--- config.mk ---
export PLATFORM = sky130hd
export DESIGN_NAME = stall_flush_controller_flat
export DESIGN_NICKNAME = d
export VERILOG_FILES = /design/src/rtl/stall_flush_controller_pkg.sv /design/src/rtl/stall_flush_controller_if.sv /design/src/rtl/stall_flush_controller_sat_counter.sv /design/src/rtl/stall_flush_controller.sv /design/src/flat_wrapper.sv
export SDC_FILE = /design/constraint.sdc
export NUM_CORES = 1
export LEC_CHECK = 0
export CORE_MARGIN = 2
export CORE_UTILIZATION = 55
export CTS_BUF_LIST = sky130_fd_sc_hd__clkbuf_8
export DETAILED_ROUTE_END_ITERATION = 10
export PLACE_DENSITY = 0.95
export RECOVER_POWER = 25
export SLEW_MARGIN = 5
export SYNTH_ARGS = -nofsm -noshare
export SYNTH_HDL_FRONTEND = slang
export SYNTH_SLANG_ARGS = --single-unit
--- constraint.sdc ---
create_clock -name clk -period 4.03 [get_ports clk]
set_clock_uncertainty 0.1 [all_clocks]
set_input_delay 1.209 -clock clk [delete_from_list [all_inputs] [get_ports clk]]
set_output_delay 1.209 -clock clk [all_outputs]
set_load 0.01 [all_outputs]
--- src/rtl/stall_flush_controller_pkg.sv ---
// Shared pipeline-control types and constants for the stall/flush controller
// and the CSR performance-counter block.
package pipeline_ctrl_pkg;

  typedef enum logic [1:0] {
    RUN        = 2'd0,
    MEM_WAIT   = 2'd1,
    FLUSH_PEND = 2'd2
  } ctrl_state_e;

  localparam int MEM_TIMEOUT_DEF = 16;
  localparam int PERF_CNT_W      = 32;

endpackage

--- src/rtl/stall_flush_controller_if.sv ---
// Pipeline-control bundle: request inputs from hazard/EX/MEM, enables and
// status back to the pipeline.
interface stall_flush_controller_if #(
  parameter int N = pipeline_ctrl_pkg::PERF_CNT_W
);
  logic         hazard_stall_i;
  logic         branch_taken_i;
  logic         mem_req_i;
  logic         mem_ready_i;
  logic         pc_hold_o;
  logic         if_id_hold_o;
  logic         if_id_flush_o;
  logic         id_ex_bubble_o;
  logic         ex_mem_hold_o;
  logic         mem_wb_bubble_o;
  logic         mem_error_o;
  logic [N-1:0] stall_count_o;
  logic [N-1:0] flush_count_o;

  modport master (
    output hazard_stall_i, branch_taken_i, mem_req_i, mem_ready_i,
    input  pc_hold_o, if_id_hold_o, if_id_flush_o, id_ex_bubble_o,
    input  ex_mem_hold_o, mem_wb_bubble_o, mem_error_o,
    input  stall_count_o, flush_count_o
  );

  modport slave (
    input  hazard_stall_i, branch_taken_i, mem_req_i, mem_ready_i,
    output pc_hold_o, if_id_hold_o, if_id_flush_o, id_ex_bubble_o,
    output ex_mem_hold_o, mem_wb_bubble_o, mem_error_o,
    output stall_count_o, flush_count_o
  );
endinterface

--- src/rtl/stall_flush_controller_sat_counter.sv ---
// Saturating up-counter with synchronous clear; clear has priority over inc.
module sat_counter #(
  parameter int WIDTH = 8
) (
  input  logic             clk,
  input  logic             reset,
  input  logic             inc,
  input  logic             clr,
  output logic [WIDTH-1:0] count
);
  logic [WIDTH-1:0] count_q, count_d;

  always_comb begin
    count_d = count_q;
    if (clr) begin
      count_d = '0;
    end else if (inc && (count_q != {WIDTH{1'b1}})) begin
      count_d = count_q + 1'b1;
    end
  end

  always_ff @(posedge clk) begin
    if (reset) count_q <= '0;
    else       count_q <= count_d;
  end

  assign count = count_q;
endmodule

--- src/rtl/stall_flush_controller.sv ---
// Prioritised hold/flush/bubble generation for the 5-stage pipeline, with
// memory-wait FSM, pending-flush latch, timeout watchdog and perf counters.
module stall_flush_controller
  import pipeline_ctrl_pkg::*;
#(
  parameter int N           = PERF_CNT_W,
  parameter int MEM_TIMEOUT = MEM_TIMEOUT_DEF
) (
  input logic                     clk,
  input logic                     reset,
  stall_flush_controller_if.slave bus
);
  localparam int            WW        = (MEM_TIMEOUT > 1) ? $clog2(MEM_TIMEOUT) : 1;
  localparam logic [WW-1:0] WAIT_LAST = WW'(MEM_TIMEOUT - 1);

  ctrl_state_e   state_q, state_d;
  logic          pend_flush_q, pend_flush_d;
  logic          mem_error_q, mem_error_d;
  logic [WW-1:0] wait_cnt;
  logic          pc_hold, if_id_hold, if_id_flush, id_ex_bubble, ex_mem_hold, mem_wb_bubble;

  always_comb begin
    state_d       = state_q;
    pend_flush_d  = pend_flush_q;
    mem_error_d   = mem_error_q;
    pc_hold       = 1'b0;
    if_id_hold    = 1'b0;
    if_id_flush   = 1'b0;
    id_ex_bubble  = 1'b0;
    ex_mem_hold   = 1'b0;
    mem_wb_bubble = 1'b0;
    unique case (state_q)
      RUN: begin
        if (bus.mem_req_i && !bus.mem_ready_i) begin
          {pc_hold, if_id_hold, ex_mem_hold, mem_wb_bubble} = 4'b1111;
          state_d = MEM_WAIT;
        end else if (bus.branch_taken_i) begin
          // A taken branch squashes a simultaneous load-use stall: wrong path.
          {if_id_flush, id_ex_bubble} = 2'b11;
        end else if (bus.hazard_stall_i) begin
          {pc_hold, if_id_hold, id_ex_bubble} = 3'b111;
        end
      end
      MEM_WAIT, FLUSH_PEND: begin
        if (bus.mem_ready_i) begin
          if (pend_flush_q || bus.branch_taken_i) {if_id_flush, id_ex_bubble} = 2'b11;
          pend_flush_d = 1'b0;
          state_d      = RUN;
        end else begin
          {pc_hold, if_id_hold, ex_mem_hold, mem_wb_bubble} = 4'b1111;
          if (bus.branch_taken_i) pend_flush_d = 1'b1;
          if ((state_q == MEM_WAIT) && (wait_cnt == WAIT_LAST)) begin
            mem_error_d = 1'b1;
            state_d     = FLUSH_PEND;
          end
        end
      end
      default: state_d = RUN;
    endcase
    if (reset) begin
      {pc_hold, if_id_hold, if_id_flush, id_ex_bubble, ex_mem_hold, mem_wb_bubble} = 6'b0;
    end
  end

  always_ff @(posedge clk) begin
    if (reset) begin
      state_q      <= RUN;
      pend_flush_q <= 1'b0;
      mem_error_q  <= 1'b0;
    end else begin
      state_q      <= state_d;
      pend_flush_q <= pend_flush_d;
      mem_error_q  <= mem_error_d;
    end
  end

  // wait_cnt sits at zero outside MEM_WAIT, so it is cleared on every entry.
  sat_counter #(.WIDTH(WW)) u_wait_cnt (
    .clk(clk), .reset(reset), .inc(state_q == MEM_WAIT), .clr(state_q != MEM_WAIT), .count(wait_cnt)
  );

  sat_counter #(.WIDTH(N)) u_stall_cnt (
    .clk(clk), .reset(reset), .inc(pc_hold), .clr(1'b0), .count(bus.stall_count_o)
  );

  sat_counter #(.WIDTH(N)) u_flush_cnt (
    .clk(clk), .reset(reset), .inc(if_id_flush), .clr(1'b0), .count(bus.flush_count_o)
  );

  assign bus.pc_hold_o       = pc_hold;
  assign bus.if_id_hold_o    = if_id_hold;
  assign bus.if_id_flush_o   = if_id_flush;
  assign bus.id_ex_bubble_o  = id_ex_bubble;
  assign bus.ex_mem_hold_o   = ex_mem_hold;
  assign bus.mem_wb_bubble_o = mem_wb_bubble;
  assign bus.mem_error_o     = mem_error_q;
endmodule

--- src/flat_wrapper.sv ---
// flat-port wrapper written by rule: the top's interface ports become plain ports
module stall_flush_controller_flat import pipeline_ctrl_pkg::*;
#(
  parameter int N           = PERF_CNT_W,
  parameter int MEM_TIMEOUT = MEM_TIMEOUT_DEF
)
  (clk, reset, bus_hazard_stall_i, bus_branch_taken_i, bus_mem_req_i, bus_mem_ready_i, bus_pc_hold_o, bus_if_id_hold_o, bus_if_id_flush_o, bus_id_ex_bubble_o, bus_ex_mem_hold_o, bus_mem_wb_bubble_o, bus_mem_error_o, bus_stall_count_o, bus_flush_count_o);
  stall_flush_controller_if #(.N(N)) bus_i ();
  input logic clk;
  input logic reset;
  input wire logic [$bits(bus_i.hazard_stall_i)-1:0] bus_hazard_stall_i;
  input wire logic [$bits(bus_i.branch_taken_i)-1:0] bus_branch_taken_i;
  input wire logic [$bits(bus_i.mem_req_i)-1:0] bus_mem_req_i;
  input wire logic [$bits(bus_i.mem_ready_i)-1:0] bus_mem_ready_i;
  output wire logic [$bits(bus_i.pc_hold_o)-1:0] bus_pc_hold_o;
  output wire logic [$bits(bus_i.if_id_hold_o)-1:0] bus_if_id_hold_o;
  output wire logic [$bits(bus_i.if_id_flush_o)-1:0] bus_if_id_flush_o;
  output wire logic [$bits(bus_i.id_ex_bubble_o)-1:0] bus_id_ex_bubble_o;
  output wire logic [$bits(bus_i.ex_mem_hold_o)-1:0] bus_ex_mem_hold_o;
  output wire logic [$bits(bus_i.mem_wb_bubble_o)-1:0] bus_mem_wb_bubble_o;
  output wire logic [$bits(bus_i.mem_error_o)-1:0] bus_mem_error_o;
  output wire logic [$bits(bus_i.stall_count_o)-1:0] bus_stall_count_o;
  output wire logic [$bits(bus_i.flush_count_o)-1:0] bus_flush_count_o;
  assign bus_i.hazard_stall_i = bus_hazard_stall_i;
  assign bus_i.branch_taken_i = bus_branch_taken_i;
  assign bus_i.mem_req_i = bus_mem_req_i;
  assign bus_i.mem_ready_i = bus_mem_ready_i;
  assign bus_pc_hold_o = bus_i.pc_hold_o;
  assign bus_if_id_hold_o = bus_i.if_id_hold_o;
  assign bus_if_id_flush_o = bus_i.if_id_flush_o;
  assign bus_id_ex_bubble_o = bus_i.id_ex_bubble_o;
  assign bus_ex_mem_hold_o = bus_i.ex_mem_hold_o;
  assign bus_mem_wb_bubble_o = bus_i.mem_wb_bubble_o;
  assign bus_mem_error_o = bus_i.mem_error_o;
  assign bus_stall_count_o = bus_i.stall_count_o;
  assign bus_flush_count_o = bus_i.flush_count_o;
  stall_flush_controller #(.N(N), .MEM_TIMEOUT(MEM_TIMEOUT)) u_core (.clk(clk), .reset(reset), .bus(bus_i));
endmodule
==> run summary <==
Status: completed
Unique cell types: 48
Top comb family, area: simple AND/OR/NAND/NOR gates
Total power: 0.00144 W
Violation tally from detailed-route iteration zero: 239
Power Density: 309 nW/um^2
CP bufs+invs: 2
Levels on crit path: 5
Worst EP required: 2.72 ns
Chip area line of the yosys report: 3600 sq um
Pwr top: sequential cells
Final setup viols: 0
Critical path launch point type: primary input
Core ar.: 6350 sq um
Worst r2r path cells: 5
Tool Warnings: 28
Reg clk slew, reported paths: 0.08 ns
Synth Seq Share: 0.400
Synth Instances: 433
Sw power: 0.000310 W
Area leader, netlist: dfxtp_1
Synth cell count leaders: dfxtp_1 (72), a21oi_1 (50), o21ai_0 (37), or3_1 (37), nand2_1 (28)
Antenna violations before repair: 0
Post-route antenna net violation count: 0
Placed cell area: 4430 sq um
Yosys simple share: 0.291
CTS sink cnt: 72
## final cells by class
type	instances	area [sq um]	share of cell area
Clock buffer	11	151	0.0326
Tap cell	77	96.3	0.0207
Inverter	15	56.3	0.0121
Multi-Input combinational cell	330	2020	0.435
Clock inverter	4	68.8	0.0148
Timing Repair Buffer	85	808	0.174
Sequential cell	72	1440	0.310
## metrics by stage
step / utilization / TNS [ns] / instances / setup WS (ns)
after floorplan: - / 0 / 433 / 0.705
after global placement: 0.698 / -0.179 / 579 / -0.0578
after detailed placement: 0.698 / -0.475 / 579 / -0.135
after CTS: 0.732 / 0 / 594 / 0.123
after global routing: 0.731 / 0 / 594 / 0.0470
final: 0.731 / 0 / 594 / 0.120
Figure 1. Routing congestion.
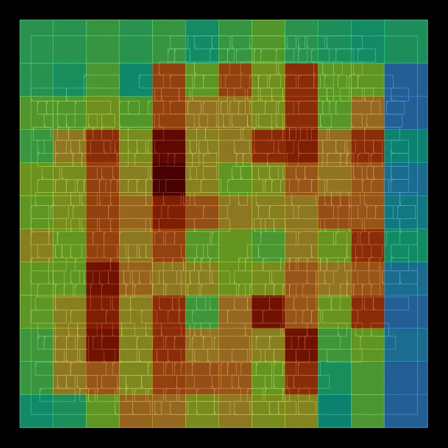
global routing usage on met3: 0.0447
utilization after layout: 0.731
GRT Max-Usage Layer: met2
GR Layer Usage met2: 0.460
GR Util All Layers: 0.265

Figure 2. Register map, names as in the netlist.
The bar under the picture is 20 um long. Other sequential cells in the stronger grey, the rest of the logic in the fainter grey.
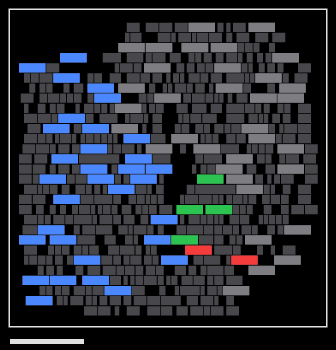
[u_core.u_flush_cnt.count] blue | sequential cells: 32
[u_core.state_q] red | sequential cells: 2
[u_core.u_wait_cnt.count] green | sequential cells: 4

Figure 3. Gate-type map.
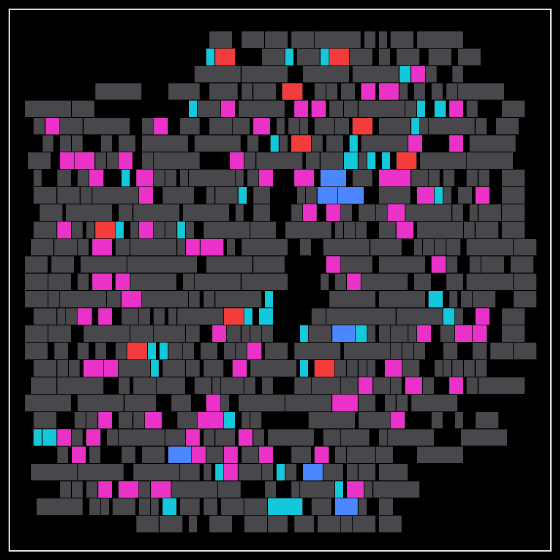
[xor and xnor cells] red | cells: 10
[nor cells] cyan | cells: 37
[and/or cells] magenta | cells: 74 | where: widely spread
[non-inverting ao/oa cells] blue | cells: 7

Figure 4. Met3 routing.
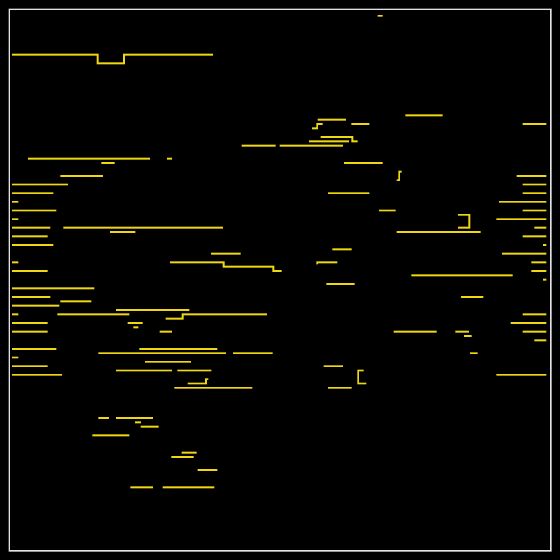
share of all routed wire: 5.9%
nets with wire on the layer: 82
wire length on this layer: 567 um
main direction: horizontal

Figure 5. The metal 2 layer.
The bar under the picture is 20 um long.
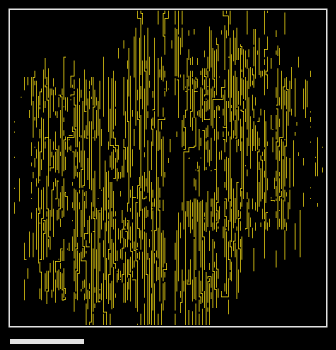
longest straight run: 30.4 um
nets with wire on the layer: 468
share of all routed wire: 50%
wire length on this layer: 4840 um

Power is estimated from default activity; no workload was simulated.
